==> config.mk <==
export PLATFORM = sky130hd
export DESIGN_NAME = spi_shift_engine_flat
export DESIGN_NICKNAME = d
export VERILOG_FILES = /design/src/rtl/spi_pkg.sv /design/src/rtl/spi_shift_engine_if.sv /design/src/rtl/spi_clk_tick.sv /design/src/rtl/spi_shift_engine.sv /design/src/flat_wrapper.sv
export SDC_FILE = /design/constraint.sdc
export NUM_CORES = 1
export LEC_CHECK = 0
export ABC_AREA = 1
export CORE_ASPECT_RATIO = 0.5
export CORE_MARGIN = 3
export CORE_UTILIZATION = 40
export CTS_BUF_LIST = sky130_fd_sc_hd__clkbuf_2
export DETAILED_ROUTE_END_ITERATION = 10
export SYNTH_ARGS = -nofsm -noshare
export SYNTH_HDL_FRONTEND = slang
export SYNTH_HIERARCHICAL = 1
export SYNTH_SLANG_ARGS = --single-unit
==> constraint.sdc <==
create_clock -name clk_i -period 3.53 [get_ports clk_i]
set_clock_uncertainty 0.15 [all_clocks]
set_input_delay 0.706 -clock clk_i [delete_from_list [all_inputs] [get_ports clk_i]]
set_output_delay 0.706 -clock clk_i [all_outputs]
set_load 0.005 [all_outputs]
==> run_1/sizes.png <==
Scale: 4 px per µm.
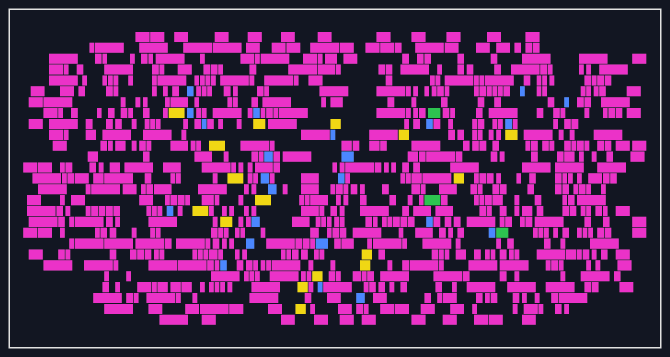
| color | size | cells | share | most used |
|---|---|---|---|---|
| yellow | _3 and _4 cells | 16 | 2.1% | buf_4 |
| green | _6 and larger | 3 | 0.39% | inv_6 |
| blue | _2 cells | 23 | 3.0% | clkbuf_2 |
| magenta | _0 and _1 cells | 730 | 95% | nand2_1 |
Finished Cell Area: 5846 µm²
Buffers, non-clock: 86
Final WS setup: 0.6525 ns

==> run_1/metal_density.png <==
Scale: 3 px per µm. 32 x 17 tiles, from black (low) to pale yellow (high), scaled to the fullest tile. Values are wire area over tile area, all layers added.
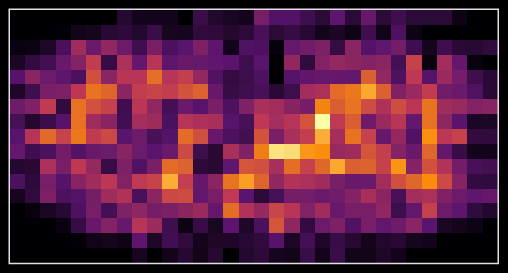
emptiest ninth of the die: south-west
nearly empty tiles: 9.7%
densest ninth of the die: center
mean over tiles: 0.14
routed len/inst: 13.29 µm
routed vias: 4596
total wire length: 12390 µm
GRT Total Usage: 18.65%

==> run_1/flops_by_reg.png <==
Scale: 3 px per µm. Other sequential cells in the stronger gray, the rest of the logic in the fainter gray.
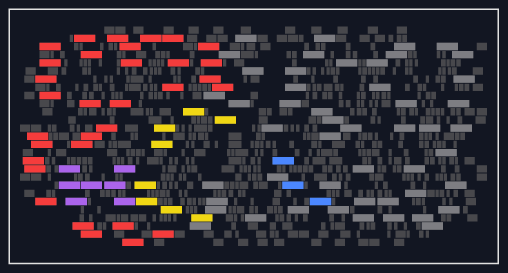
| color | netlist name | placed flops |
|---|---|---|
| red | u_core/bus.spi_read_data_o | 32 |
| purple | u_core/rx_q | 7 |
| yellow | u_core/u_tick/cnt_q | 8 |
| blue | u_core/nbytes_q | 3 |
not colored: 49
sequential cell area share: 33.90%
sequential power: 1.21 mW
Register Area: 1982 µm²
Util after Layout: 51.04%

==> flow_metrics.py, run 1 <==
# Generated from Yosys and OpenROAD reports
metrics = {
    "sta": {
        "fin_crit_ns": 2.877,
        "setup_viol": 0,
        "final_max_slew_viol_count": 0,
        "fmax_mhz": 347.5,
        "rsz0062_at_grt": "false",
    },
    "synthesis": {
        "syn_area_um2": 4898,
        "yosys.area.top_type": "dfxtp_1",
        "synthArstFlopShare_pct": 0,
        "edf_count": 0,
        "synth.distinct_cells": 36,
        "top_cell_area_share_pct": 40.46,
    },
    "layout": {
        "num-multi-input-gates": 492,
        "antennaDiodeCount": 1,
        "n_all_inverters": 79,
        "flop-count": 99,
    },
    "critical_path": {
        "crit_arrival_ns": 3.26,
        "cp-start-kind": "flop",
        "crit_fanout": 16,
        "cp_slowest_cell": "dfxtp_1",
    },
    "pwr": {
        "total_power_mw": 2.237,
        "p_sw_share_pct": 34.60,
        "p_per_area_nw_per_um2": 382.8,
    },
    "global_route": {
        "grt_max_degree": 44,
        "grt_pass1_vias": 4323,
    },
    "die": {
        "die_w_um": 162.5,
        "tapCellCount": 159,
    },
    "routing": {
        "drt_iter0_drc": 275,
        "drc": 0,
        "ant_nets": 0,
    },
    "status": {
        "outcome": "completed",
    },
    "clocking": {
        "cts_tree": "yes",
        "htree_levels": 3,
        "cts-resized-gates": 0,
    },
    "placement": {
        "placed_area_um2": 5738,
        "io_buffers": 78,
        "place_congestion": 0.8479,
    },
}
## run 1: layer usage
layer	vias up	global-route usage (%)	share of wire (%)
li1	2414	-	-
met1	2093	26.41	52
met2	74	28.54	43
met3	15	4.633	4.2
met4	0	4.489	1.2
met5	-	0	0
## run 1: logic make-up (layout without fill, tap and decap cells)
kind of cell / count (synthesis) / after routing / share of synthesized area, %
XOR/XNOR: 3 / 3 / 0.5365
AND-OR/OR-AND: 158 / 158 / 17.50
flip-flops: 99 / 99 / 40.46
AND/OR/NAND/NOR: 314 / 314 / 27.08
other: 0 / 1 / 0
buffers and inverters: 112 / 181 / 10.14
adder cells (fa/ha/maj): 16 / 16 / 4.087
multiplexers: 1 / 1 / 0.2044
## run 1: placed cells by master (no fill, tap or decap), drive strengths merged, types with 2 or more instances in the layout
master,Yosys,final
o21ai,74,74
nand2,173,173
buf,24,8
a22oi,3,3
a21oi,62,62
o211ai,5,5
nor2,66,66
ha,16,16
dfxtp,99,99
clkinv,1,5
clkbuf,9,9
o31ai,5,5
nor3,8,8
clkdlybuf4s50,0,78
nand3,64,64
xor2,2,2
a211oi,4,4
o211a,2,2
inv,78,81
## run 1: power by group through the flow
stage                     Sequential (mW)  Combinational (mW)  Clock, mW
after floorplan                      1.22               0.361          0
final                                1.21               0.503      0.525
after global placement               1.23               0.502          0
after global routing                 1.22               0.574      0.588
after CTS                            1.21               0.505      0.548
after detailed placement             1.23               0.502          0
## run 1: metrics by stage
step	hold slack [ns]	std cells	setup slack (ns)	utilization, %
floorplan	0.2755	703	1.247	-
global route	0.3436	932	0.2333	51.04
detailed placement	0.2991	915	0.6742	50.10
global placement	0.2897	915	0.8074	50.10
CTS	0.3326	931	0.6737	51.02
finish	0.3292	932	0.6525	51.04
==> run_1/clocks.png <==
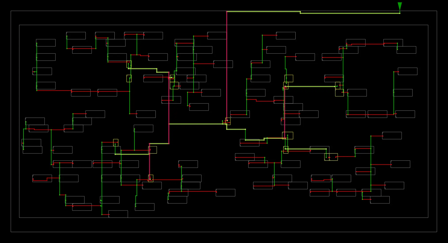

==> run 2, diff against run 1 <==
clock period = 2.6 ns   (was 3.53 ns; I/O delays follow)
==> run_2/clocks.png <==
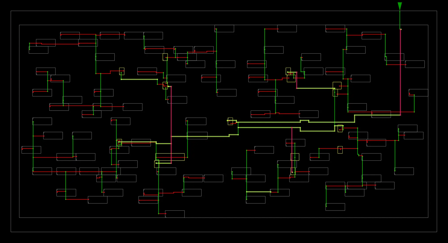
clock sinks: 99
Latency at later pin: 0.60 ns
seq_cells: 99
clock-net power: 0.760 mW
clk_buf instances: 9

==> flow_metrics.py, run 2 <==
# Generated from Yosys and OpenROAD reports
metrics = {
    "pwr": {
        "p_per_area_nw_per_um2": 523.5,
    },
    "critical_path": {
        "crit_arrival_ns": 2.72,
        "cp-start-kind": "flop",
        "crit_fanout": 16,
        "cp_slowest_cell": "dfxtp_2",
    },
    "layout": {
        "antennaDiodeCount": 1,
        "stdcell_area_um2": 5934,
        "register_area_um2": 1984,
        "num-multi-input-gates": 492,
        "final_cell_mix": "nand2_1 (170), dfxtp_1 (97), clkdlybuf4s50_1 (78), inv_1 (73), o21ai_0 (68)",
        "n_all_inverters": 79,
        "nNonClkBuffers": 95,
    },
    "placement": {
        "place_congestion": 0.8319,
        "io_buffers": 78,
        "dp.cells": 924,
    },
    "routing": {
        "drc": 0,
        "ant_nets": 0,
        "vias": 4648,
        "drt_wl_total_um": 12650,
        "drt_iter0_drc": 238,
    },
    "synthesis": {
        "top_cell_area_share_pct": 40.46,
        "yosys.area.top_type": "dfxtp_1",
        "syn_area_um2": 4898,
        "synth.distinct_cells": 36,
        "edf_count": 0,
    },
    "status": {
        "outcome": "completed",
    },
    "clocking": {
        "htree_levels": 3,
        "cts_tree": "yes",
    },
    "global_route": {
        "grt_pass1_vias": 4228,
        "grt_max_degree": 44,
    },
    "sta": {
        "holdWs_ns": 0.2905,
        "fin_crit_ns": 2.348,
        "fmax_mhz": 425.8,
        "final_max_slew_viol_count": 0,
        "setup_viol": 0,
    },
    "die": {
        "die_w_um": 162.5,
        "tapCellCount": 159,
    },
}
==> run_2/flops_by_reg.png <==
Scale: 3 px per µm. Other sequential cells in the stronger gray, the rest of the logic in the fainter gray.
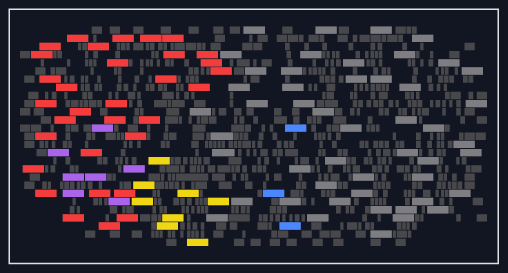
| color | netlist name | placed flops |
|---|---|---|
| purple | u_core/rx_q | 7 |
| yellow | u_core/u_tick/cnt_q | 8 |
| red | u_core/bus.spi_read_data_o | 32 |
| blue | u_core/nbytes_q | 3 |
sequential cell area share: 33.44%
sequential power: 1.64 mW

run 2: cell counts after synthesis:
No cell type changed its count.
run 2: per-stage QoR:
| step | setup slack (ns) | util [%] |
|---|---|---|
| floorplan | 0.3169 | - |
| global placement | 0.1929 | 50.80 |
| detailed placement | 0.1479 | 50.80 |
| CTS | 0.2337 | 51.78 |
| global route | 0.04479 | 51.80 |
| finish | 0.2517 | 51.82 |
run 2: kinds of logic after synthesis:
kind of cell | share of synthesized area [%]
and+or+nand+nor | 27.08
xor gates and xnor gates | 0.5365
AOI/OAI and AO/OA | 17.50
muxes | 0.2044
DFF | 40.46
adders and majority gates | 4.087
buffers and inverters | 10.14
run 2: critical path: cells and delay by family, from the launching register on:
kind / cells / cell delay [ns]
fa+ha+maj: 1 / 0.31
compound gates: 2 / 0.28
flops: 1 / 0.43
simple gates: 6 / 0.65
buf+inv: 3 / 0.45
run 2: timing repair:
action,in CTS,in global routing
gates resized,0,2
hold buffers,0,0
endpoints found under the setup margin,0,11
run 2: power breakdown:
part	total, mW	internal, mW	switching, mW
sequential	1.64	1.59	0.0451
combinational	0.709	0.268	0.441
clock	0.760	0.221	0.539
total	3.11	2.08	1.02
run 2: layer usage:
metal / global-route usage (%) / vias to the layer above / part of all wire, %
met4: 4.180 / 0 / 0.70
li1: - / 2429 / -
met1: 25.80 / 2125 / 51
met3: 4.386 / 12 / 4.5
met2: 28.28 / 82 / 44
met5: 0 / - / 0
No activity file was given, so power comes from the tool's default toggle rates.
